File: config.mk
export PLATFORM = sky130hd
export DESIGN_NAME = vend_ctrl_multi_flat
export DESIGN_NICKNAME = d
export VERILOG_FILES = /design/src/rtl/vend_pkg.sv /design/src/rtl/vend_ctrl_multi_if.sv /design/src/rtl/vend_change_gen.sv /design/src/rtl/vend_ctrl_multi.sv /design/src/flat_wrapper.sv
export SDC_FILE = /design/constraint.sdc
export NUM_CORES = 1
export LEC_CHECK = 0
export ABC_AREA = 0
export CAP_MARGIN = 20
export CORE_MARGIN = 8
export CORE_UTILIZATION = 30
export DETAILED_ROUTE_END_ITERATION = 8
export PLACE_DENSITY_LB_ADDON = 0.05
export SETUP_SLACK_MARGIN = 0.05
export SLEW_MARGIN = 20
export SYNTH_ARGS = -nofsm -noshare
export SYNTH_HDL_FRONTEND = slang
export SYNTH_SLANG_ARGS = --single-unit
export TNS_END_PERCENT = 50
File: constraint.sdc
create_clock -name clk -period 6.8 [get_ports clk]
set_clock_uncertainty 0.05 [all_clocks]
set_input_delay 1.7 -clock clk [delete_from_list [all_inputs] [get_ports clk]]
set_output_delay 1.7 -clock clk [all_outputs]
set_load 0.03 [all_outputs]
File: src/rtl/vend_pkg.sv
// Shared types and constants for the multi-product vending controller.
// Latency: none (declarations and pure functions only).
// Backpressure: not applicable.
package vend_pkg;

  // Bit position of each denomination in the one-hot coin vectors.
  typedef enum logic [1:0] {
    COIN_5  = 2'd0,
    COIN_10 = 2'd1,
    COIN_20 = 2'd2,
    COIN_50 = 2'd3
  } coin_idx_e;

  localparam logic [5:0] VAL_5  = 6'd5;
  localparam logic [5:0] VAL_10 = 6'd10;
  localparam logic [5:0] VAL_20 = 6'd20;
  localparam logic [5:0] VAL_50 = 6'd50;

  typedef enum logic {
    ST_IDLE,
    ST_CHANGE
  } state_e;

  // One-hot strobe for a denomination index.
  function automatic logic [3:0] coin_onehot(input coin_idx_e c);
    return 4'b0001 << c;
  endfunction

  // Value of a coin strobe; anything other than exactly one bit is worth 0.
  function automatic logic [5:0] coin_value(input logic [3:0] onehot);
    case (onehot)
      4'b0001: return VAL_5;
      4'b0010: return VAL_10;
      4'b0100: return VAL_20;
      4'b1000: return VAL_50;
      default: return 6'd0;
    endcase
  endfunction

endpackage

File: src/rtl/vend_ctrl_multi_if.sv
// Front-end / driver side signal bundle of the vending controller.
// Latency: none (wiring only).
// Backpressure: none; every strobe is a single-cycle pulse.
interface vend_ctrl_multi_if #(
  parameter int NUM_PRODUCTS = 3,
  parameter int CREDIT_W     = 8
);
  logic [3:0]              coin_in;
  logic [NUM_PRODUCTS-1:0] select;
  logic                    cancel;
  logic                    restock;
  logic [NUM_PRODUCTS-1:0] dispense;
  logic [3:0]              change_coin;
  logic                    coin_reject;
  logic                    err_stock;
  logic                    err_funds;
  logic [NUM_PRODUCTS-1:0] out_of_stock;
  logic                    busy;
  logic [CREDIT_W-1:0]     credit;

  // Coin acceptor / keypad side.
  modport master (
    output coin_in, select, cancel, restock,
    input  dispense, change_coin, coin_reject, err_stock, err_funds,
           out_of_stock, busy, credit
  );

  // Controller side.
  modport slave (
    input  coin_in, select, cancel, restock,
    output dispense, change_coin, coin_reject, err_stock, err_funds,
           out_of_stock, busy, credit
  );
endinterface

File: src/rtl/vend_change_gen.sv
// Greedy change payer: one coin pulse per cycle, largest denomination first.
// Latency: first coin 1 cycle after start_i; done_o flags the cycle the last coin is chosen.
// Backpressure: none; start_i is only issued while idle and the sequence always runs to completion.
module vend_change_gen
  import vend_pkg::*;
#(
  parameter int CREDIT_W = 8
) (
  input  logic                clk,
  input  logic                reset_n,
  input  logic                start_i,
  input  logic [CREDIT_W-1:0] amount_i,
  output logic [3:0]          coin_o,
  output logic                busy_o,
  output logic                done_o
);

  logic [CREDIT_W-1:0] remaining_q, remaining_d, step;
  logic [3:0]          coin_q, coin_d;
  logic                busy_q;

  // Pick the largest coin that fits; a sub-5 residue (never expected) is dropped silently.
  always_comb begin
    coin_d = '0;
    step   = remaining_q;
    if (remaining_q >= CREDIT_W'(VAL_50)) begin
      coin_d = coin_onehot(COIN_50);
      step   = CREDIT_W'(VAL_50);
    end else if (remaining_q >= CREDIT_W'(VAL_20)) begin
      coin_d = coin_onehot(COIN_20);
      step   = CREDIT_W'(VAL_20);
    end else if (remaining_q >= CREDIT_W'(VAL_10)) begin
      coin_d = coin_onehot(COIN_10);
      step   = CREDIT_W'(VAL_10);
    end else if (remaining_q >= CREDIT_W'(VAL_5)) begin
      coin_d = coin_onehot(COIN_5);
      step   = CREDIT_W'(VAL_5);
    end
    remaining_d = remaining_q - step;
  end

  assign done_o = (remaining_q != '0) && (remaining_d == '0);

  // Load a new amount on start, otherwise pay one coin per cycle until empty.
  always_ff @(posedge clk) begin
    if (!reset_n) begin
      remaining_q <= '0;
      coin_q      <= '0;
      busy_q      <= 1'b0;
    end else if (start_i) begin
      remaining_q <= amount_i;
      coin_q      <= '0;
      busy_q      <= 1'b0;
    end else begin
      remaining_q <= remaining_d;
      coin_q      <= coin_d;
      busy_q      <= (remaining_q != '0);
    end
  end

  assign coin_o = coin_q;
  assign busy_o = busy_q;

endmodule

File: src/rtl/vend_ctrl_multi.sv
// Multi-product vending controller: credit, per-product price/stock, cancel/refund, restock.
// Latency: all outputs registered; vend 1 cycle after select, first change coin 1 cycle after vend.
// Backpressure: none; inputs arriving while change is being paid are ignored (coins rejected).
module vend_ctrl_multi
  import vend_pkg::*;
#(
  parameter int                                NUM_PRODUCTS = 3,
  parameter int                                CREDIT_W     = 8,
  parameter int                                STOCK_W      = 2,
  parameter logic [NUM_PRODUCTS*CREDIT_W-1:0]  PRICES       = {8'd45, 8'd25, 8'd15},
  parameter int                                INIT_STOCK   = 2,
  parameter int                                MAX_CREDIT   = 200
) (
  input logic               clk,
  input logic               reset_n,
  vend_ctrl_multi_if.slave  bus
);

  // Credit arithmetic is done one bit wider so a sum can never wrap silently.
  localparam int EW = CREDIT_W + 1;

  state_e                  state_q, state_d;
  logic [CREDIT_W-1:0]     credit_q, credit_d;
  logic [NUM_PRODUCTS-1:0] dispense_q, dispense_d;
  logic                    reject_q, reject_d;
  logic                    err_stock_q, err_stock_d;
  logic                    err_funds_q, err_funds_d;

  logic [EW-1:0]           credit_x, coin_val_x, sum_x, eff_x, sel_price;
  logic                    coin_any, coin_legal;
  logic [NUM_PRODUCTS-1:0] sel_oh, stock_nz, oos, dec_en;
  logic                    sel_any, sel_stock_ok;
  logic [CREDIT_W-1:0]     change_w;
  logic                    chg_start, chg_done;
  logic [CREDIT_W-1:0]     chg_amount;

  // Effective credit this cycle and the lowest-index select with its price/stock.
  always_comb begin
    credit_x     = {1'b0, credit_q};
    coin_val_x   = EW'(coin_value(bus.coin_in));
    coin_any     = |bus.coin_in;
    sum_x        = credit_x + coin_val_x;
    coin_legal   = (coin_val_x != '0) && (sum_x <= EW'(MAX_CREDIT));
    eff_x        = coin_legal ? sum_x : credit_x;
    sel_oh       = bus.select & (~bus.select + NUM_PRODUCTS'(1));
    sel_any      = |bus.select;
    sel_price    = '0;
    sel_stock_ok = 1'b0;
    for (int i = 0; i < NUM_PRODUCTS; i++) begin
      if (sel_oh[i]) begin
        sel_price    = EW'(PRICES[i*CREDIT_W +: CREDIT_W]);
        sel_stock_ok = stock_nz[i];
      end
    end
    change_w = eff_x[CREDIT_W-1:0] - sel_price[CREDIT_W-1:0];
  end

  // Next-state decisions: cancel beats select beats a plain coin.
  always_comb begin
    state_d     = state_q;
    credit_d    = credit_q;
    dispense_d  = '0;
    reject_d    = 1'b0;
    err_stock_d = 1'b0;
    err_funds_d = 1'b0;
    chg_start   = 1'b0;
    chg_amount  = '0;
    dec_en      = '0;
    case (state_q)
      ST_IDLE: begin
        reject_d = coin_any && !coin_legal;
        credit_d = eff_x[CREDIT_W-1:0];
        if (bus.cancel) begin
          if (eff_x != '0) begin
            credit_d   = '0;
            chg_start  = 1'b1;
            chg_amount = eff_x[CREDIT_W-1:0];
            state_d    = ST_CHANGE;
          end
        end else if (sel_any) begin
          if (!sel_stock_ok) begin
            err_stock_d = 1'b1;
          end else if (eff_x < sel_price) begin
            err_funds_d = 1'b1;
          end else begin
            dispense_d = sel_oh;
            dec_en     = sel_oh;
            credit_d   = '0;
            if (change_w != '0) begin
              chg_start  = 1'b1;
              chg_amount = change_w;
              state_d    = ST_CHANGE;
            end
          end
        end
      end
      ST_CHANGE: begin
        reject_d = coin_any;
        if (chg_done) state_d = ST_IDLE;
      end
      default: state_d = ST_IDLE;
    endcase
  end

  // Controller state and registered pulse outputs.
  always_ff @(posedge clk) begin
    if (!reset_n) begin
      state_q     <= ST_IDLE;
      credit_q    <= '0;
      dispense_q  <= '0;
      reject_q    <= 1'b0;
      err_stock_q <= 1'b0;
      err_funds_q <= 1'b0;
    end else begin
      state_q     <= state_d;
      credit_q    <= credit_d;
      dispense_q  <= dispense_d;
      reject_q    <= reject_d;
      err_stock_q <= err_stock_d;
      err_funds_q <= err_funds_d;
    end
  end

  // Per-product stock counter and empty flag.
  for (genvar g = 0; g < NUM_PRODUCTS; g++) begin : g_prod
    logic [STOCK_W-1:0] stock_q;
    logic               oos_q;

    // Restock wins over a same-cycle vend; the vend itself was judged on the old count.
    always_ff @(posedge clk) begin
      if (!reset_n) begin
        stock_q <= STOCK_W'(INIT_STOCK);
        oos_q   <= 1'b0;
      end else begin
        if (bus.restock) begin
          stock_q <= STOCK_W'(INIT_STOCK);
        end else if (dec_en[g] && (stock_q != '0)) begin
          stock_q <= stock_q - STOCK_W'(1);
        end
        oos_q <= (stock_q == '0);
      end
    end

    assign stock_nz[g] = (stock_q != '0);
    assign oos[g]      = oos_q;
  end

  vend_change_gen #(
    .CREDIT_W (CREDIT_W)
  ) u_change (
    .clk      (clk),
    .reset_n  (reset_n),
    .start_i  (chg_start),
    .amount_i (chg_amount),
    .coin_o   (bus.change_coin),
    .busy_o   (bus.busy),
    .done_o   (chg_done)
  );

  assign bus.dispense     = dispense_q;
  assign bus.coin_reject  = reject_q;
  assign bus.err_stock    = err_stock_q;
  assign bus.err_funds    = err_funds_q;
  assign bus.out_of_stock = oos;
  assign bus.credit       = credit_q;

endmodule
File: src/flat_wrapper.sv
// flat-port wrapper written by rule: the top's interface ports become plain ports
module vend_ctrl_multi_flat import vend_pkg::*;
#(
  parameter int                                NUM_PRODUCTS = 3,
  parameter int                                CREDIT_W     = 8,
  parameter int                                STOCK_W      = 2,
  parameter logic [NUM_PRODUCTS*CREDIT_W-1:0]  PRICES       = {8'd45, 8'd25, 8'd15},
  parameter int                                INIT_STOCK   = 2,
  parameter int                                MAX_CREDIT   = 200
)
  (clk, reset_n, bus_coin_in, bus_select, bus_cancel, bus_restock, bus_dispense, bus_change_coin, bus_coin_reject, bus_err_stock, bus_err_funds, bus_out_of_stock, bus_busy, bus_credit);
  vend_ctrl_multi_if #(.NUM_PRODUCTS(NUM_PRODUCTS), .CREDIT_W(CREDIT_W)) bus_i ();
  input logic clk;
  input logic reset_n;
  input wire logic [$bits(bus_i.coin_in)-1:0] bus_coin_in;
  input wire logic [$bits(bus_i.select)-1:0] bus_select;
  input wire logic [$bits(bus_i.cancel)-1:0] bus_cancel;
  input wire logic [$bits(bus_i.restock)-1:0] bus_restock;
  output wire logic [$bits(bus_i.dispense)-1:0] bus_dispense;
  output wire logic [$bits(bus_i.change_coin)-1:0] bus_change_coin;
  output wire logic [$bits(bus_i.coin_reject)-1:0] bus_coin_reject;
  output wire logic [$bits(bus_i.err_stock)-1:0] bus_err_stock;
  output wire logic [$bits(bus_i.err_funds)-1:0] bus_err_funds;
  output wire logic [$bits(bus_i.out_of_stock)-1:0] bus_out_of_stock;
  output wire logic [$bits(bus_i.busy)-1:0] bus_busy;
  output wire logic [$bits(bus_i.credit)-1:0] bus_credit;
  assign bus_i.coin_in = bus_coin_in;
  assign bus_i.select = bus_select;
  assign bus_i.cancel = bus_cancel;
  assign bus_i.restock = bus_restock;
  assign bus_dispense = bus_i.dispense;
  assign bus_change_coin = bus_i.change_coin;
  assign bus_coin_reject = bus_i.coin_reject;
  assign bus_err_stock = bus_i.err_stock;
  assign bus_err_funds = bus_i.err_funds;
  assign bus_out_of_stock = bus_i.out_of_stock;
  assign bus_busy = bus_i.busy;
  assign bus_credit = bus_i.credit;
  vend_ctrl_multi #(.NUM_PRODUCTS(NUM_PRODUCTS), .CREDIT_W(CREDIT_W), .STOCK_W(STOCK_W), .PRICES(PRICES), .INIT_STOCK(INIT_STOCK), .MAX_CREDIT(MAX_CREDIT)) u_core (.clk(clk), .reset_n(reset_n), .bus(bus_i));
endmodule
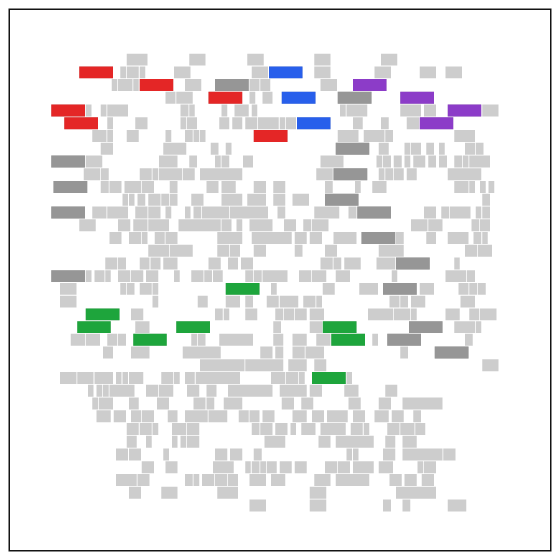
Figure 1: run 1, register map, names as in the netlist.
Other sequential cells in the stronger grey, the rest of the logic in the fainter grey.
`u_core.bus.credit`: in green, placed flops 8. `u_core.u_change.coin_o`: in purple, placed flops 4, where north-east. `u_core.g_prod.stock_q`: in red, placed flops 6, where north-west. `u_core.g_prod.oos_q`: in blue, placed flops 3.
Seq group: 0.000285 W
fraction of area in registers: 0.175
sequential cell area: 741 um2
fin util: 0.438

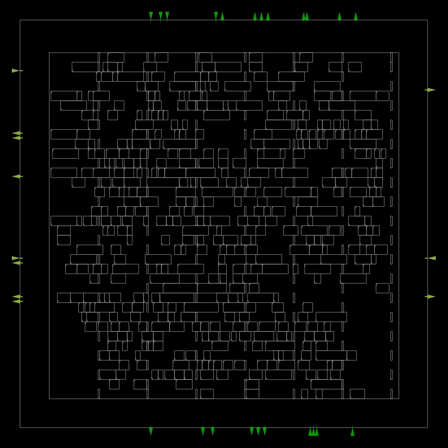
Figure 2: run 1, cell placement.
# fillers: 995
core box area: 9680 um2
FFs & Latches: 37
tap cell instance count: 133

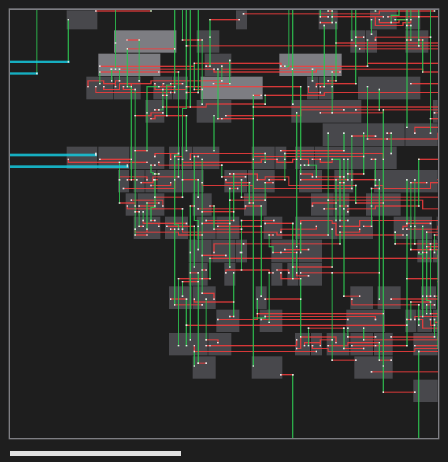
Figure 3: run 1, zoomed window.
Scale bar: 20 um. Window x 4 to 54, y 4 to 54 um. Cells in grey, sequential cells in the stronger grey; small squares are vias.
M1: in red. M3: in cyan. M2: in green.
Most frequent: buf_4 (20), nand2_1 (8). Netlist names of flops here include `u_core.bus.credit` (4). 94 logic cells have their middle in the window. Sequential cells in the window: 4.

==> notes.md, run 1 <==
The run has ended; figures from its reports follow.

The clock tree buffer count of the final layout is 6. The tool warning count is 28. The total congestion overflow after global routing is 0. The synthesized design contains 0 enable-type register cells. The met1 layer wirelength in the final routing is approximately 4.7 mm. The worst setup path is launched from an input port. The peak supply drop is between 0.00015 and 0.0002 V. The non-clock buffer share of cell area is 0.209. After its last routability iteration, the placer logged a weighted congestion of slightly above 0.8. The total clock network power came out at ~0.00016 W. The number of remaining DRC errors came out at 0. Per the OpenROAD floorplan log, the area of the die is 13300 um2.

Of the total power, registers draw 0.270. The fmax is between 150 and 200 MHz. The sum of met3 wire segment lengths after detailed routing is about 230 um. The number of rows in the core area is 36. In this run, the synthesized area fraction spent on adder and majority cells is recorded as 0.113. The number of buffer and inverter stages on the critical path came out at 4.

The post-detailed-placement half-perimeter wirelength came out at approximately 7.3 mm. The number of cells in the design after placement is a little under 600. Per the timing report, the most critical flop-to-flop path finishes at u_core.u_change.remaining_q[7]$_SDFF_PN0_. For this run, the chip area from Yosys synthesis comes to 2960 um2. The worst-skew pair later-pin latency is ~0.29 ns.

The total negative slack came out at 0 ns. For this run, the script counts the antenna cells in the layout as 0. The most popular library cell in the synthesized design by count is sky130_fd_sc_hd__dfxtp_1. The met1 usage is 0.192. The combinational cell fraction of total power is 0.579.

The switching power as a share of total power came out at 0.419. The post-CTS clock slew at the launch and capture registers of the worst setup and hold paths came out at about 0.08 ns. The combinational share of cell area came out at 0.530.

The run finished with clean final reports. The yosys stat cell total is about 360. The worst-case register-to-register setup slack came out at roughly 1.6 ns. For this run, the detailed router reports a per-instance via density of 4.93. The chip height came out at 115 um.

The area growth from synthesis to layout came out at 43.3%. The mux cell area share after synthesis came out at 0.0436. The highest net fanout along the worst path came out at 4. For the worst setup path, the data arrival time is around 6.7 ns.

The area fraction of the largest cell type after synthesis is 0.250.
==> run 2: changes to the inputs <==
- CORE_UTILIZATION: 30 -> 52
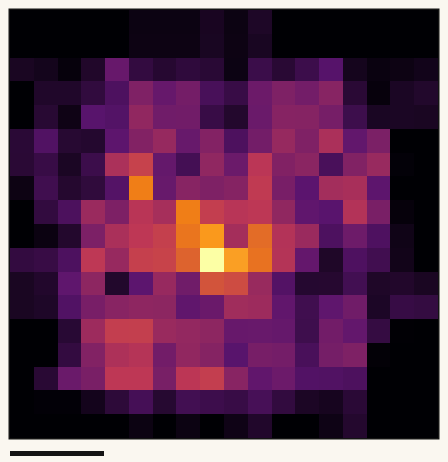
Figure 4: run 2, signal metal coverage by tile.
Scale bar: 20 um. The die is cut into 18 by 18 equal tiles; black is low, pale yellow is high, scaled to the fullest tile. Values are wire area over tile area, all layers added.
7.4% of the tiles are over half the peak. The densest ninth of the die: centre. The fullest tile reaches 0.78. 22% of the tiles are nearly empty. The mean over all tiles is 0.16.

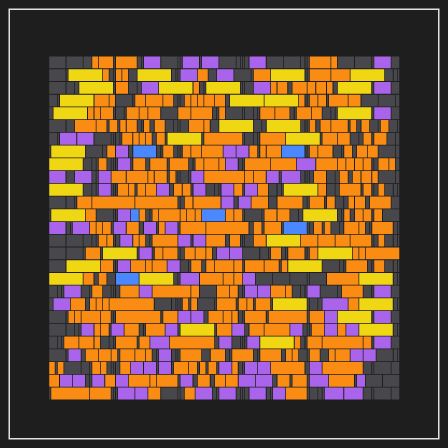
Figure 5: run 2, cell classes on the final placement.
Fill, decap, tap and diode cells in grey.
remaining logic cells: in orange, cells 308, share of their area 59%. registers: in yellow, cells 37, share of their area 18%. remaining buffers and delay cells: in purple, cells 99, share of their area 21%. clock drivers and dummy loads: in blue, cells 6, share of their area 1.8%.

==> run 2 against run 1 <==
Flip-flop count unchanged. Hold slack got worse by 0.0056 ns. Via count increased by 2.1%. Clock power decreased by about 10%. Non-clock buffer count decreased by 7. Cell count decreased by 12%. Synthesized area unchanged. Fmax decreased by 1.0%. Die area decreased by 37%. Cell area decreased by 2.5%. Utilization increased by 31 points. Largest cell class unchanged. Largest power group unchanged.
==> notes.md, run 2 <==
The run has ended; figures from its reports follow.

The worst-case register-to-register setup slack came out at 1.54 ns (was 1.56 ns). The chip area from the yosys synthesis statistics is 2960 um2 (unchanged). The met1 usage came out at 0.246 (was 0.192).

The prevailing post-synth register cell is sky130_fd_sc_hd__dfxtp_1 (unchanged). The power after layout is 0.00103 W (was 0.00106 W). Run status: finished clean (unchanged). The peak supply drop came to 0.000218 V (was 0.000150 V). The nature of the critical path startpoint is an input port (unchanged). The tool warning count came out at 28 (unchanged).

The sequential share of power is 0.275 (was 0.270). The sequential power is 0.000284 W (was 0.000285 W). The total congestion overflow after global routing is 0 (unchanged). The fmax came out at 150 MHz (was 152 MHz). The most popular library cell in the synthesized design by count was sky130_fd_sc_hd__dfxtp_1 (unchanged). The switching power as a share of total power is 0.417 (was 0.419). The total number of tap cells is 72 (was 133). The total negative slack is 0 ns (unchanged). The sum of met3 wire segment lengths after detailed routing came to 544 um (was 228 um). The data arrival at the endpoint of the critical path is 6.78 ns (was 6.72 ns).

The total clock network power is 0.000142 W (was 0.000160 W). The combinational cell fraction of total power was 0.588 (was 0.579). The post-CTS clock slew at the launch and capture registers of the worst setup and hold paths came out at 0.07 ns (was 0.08 ns). The fraction of post-synthesis cell area in the top cell type by area was 0.250 (unchanged).

The mean number of vias per cell is 5.70 (was 4.93). The sequential portion of the cell area came out at 0.179 (was 0.175). The non-clock buffer share of cell area was 0.204 (was 0.209).

The area of the die came out at 8360 um2 (was 13300 um2). The clock tree buffer count of the final layout is 5 (was 6). The sequential cell area in the final layout came to 741 um2 (unchanged).

The count of flip-flops and latches came to 37 (unchanged). The met1 layer wirelength in the final routing is 3.79 mm (was 4.72 mm). The mux cell area share after synthesis is 0.0436 (unchanged). The yosys stat cell total came out at 359 (unchanged). The core region area came to 5510 um2 (was 9680 um2). The number of enable flip-flop cells came to 0 (unchanged). The final number of hold-violating endpoints was 0 (unchanged).

The number of remaining DRC errors came out at 0 (unchanged). The chip height is 91.4 um (was 115 um). The arithmetic-cell share of the synthesized area counting full adders, half adders and majority gates is 0.113 (unchanged). The highest net fanout along the worst path is 4 (unchanged).
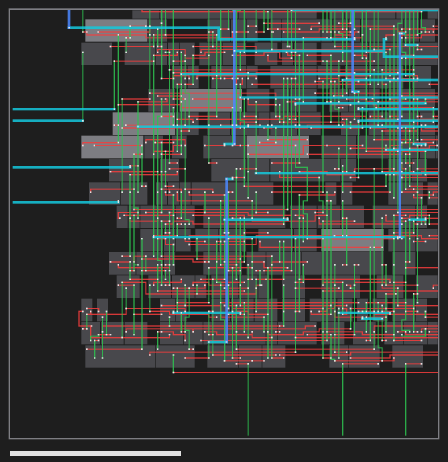
Figure 6: run 2, zoomed window.
Scale bar: 20 um. Window x 0 to 50, y 0 to 50 um. Cells in grey, sequential cells in the stronger grey; small squares are vias.
M4: in blue. M2: in green. M3: in cyan. M1: in red.
Sequential cells in the window: 6. Most frequent: buf_4 (32), nor2_1 (13), nand2_1 (11). 158 logic cells have their middle in the window. Netlist names of flops here include `u_core.bus.credit` (5), `u_core.bus.err_funds` (1).

Power and IR drop assume default switching activity.
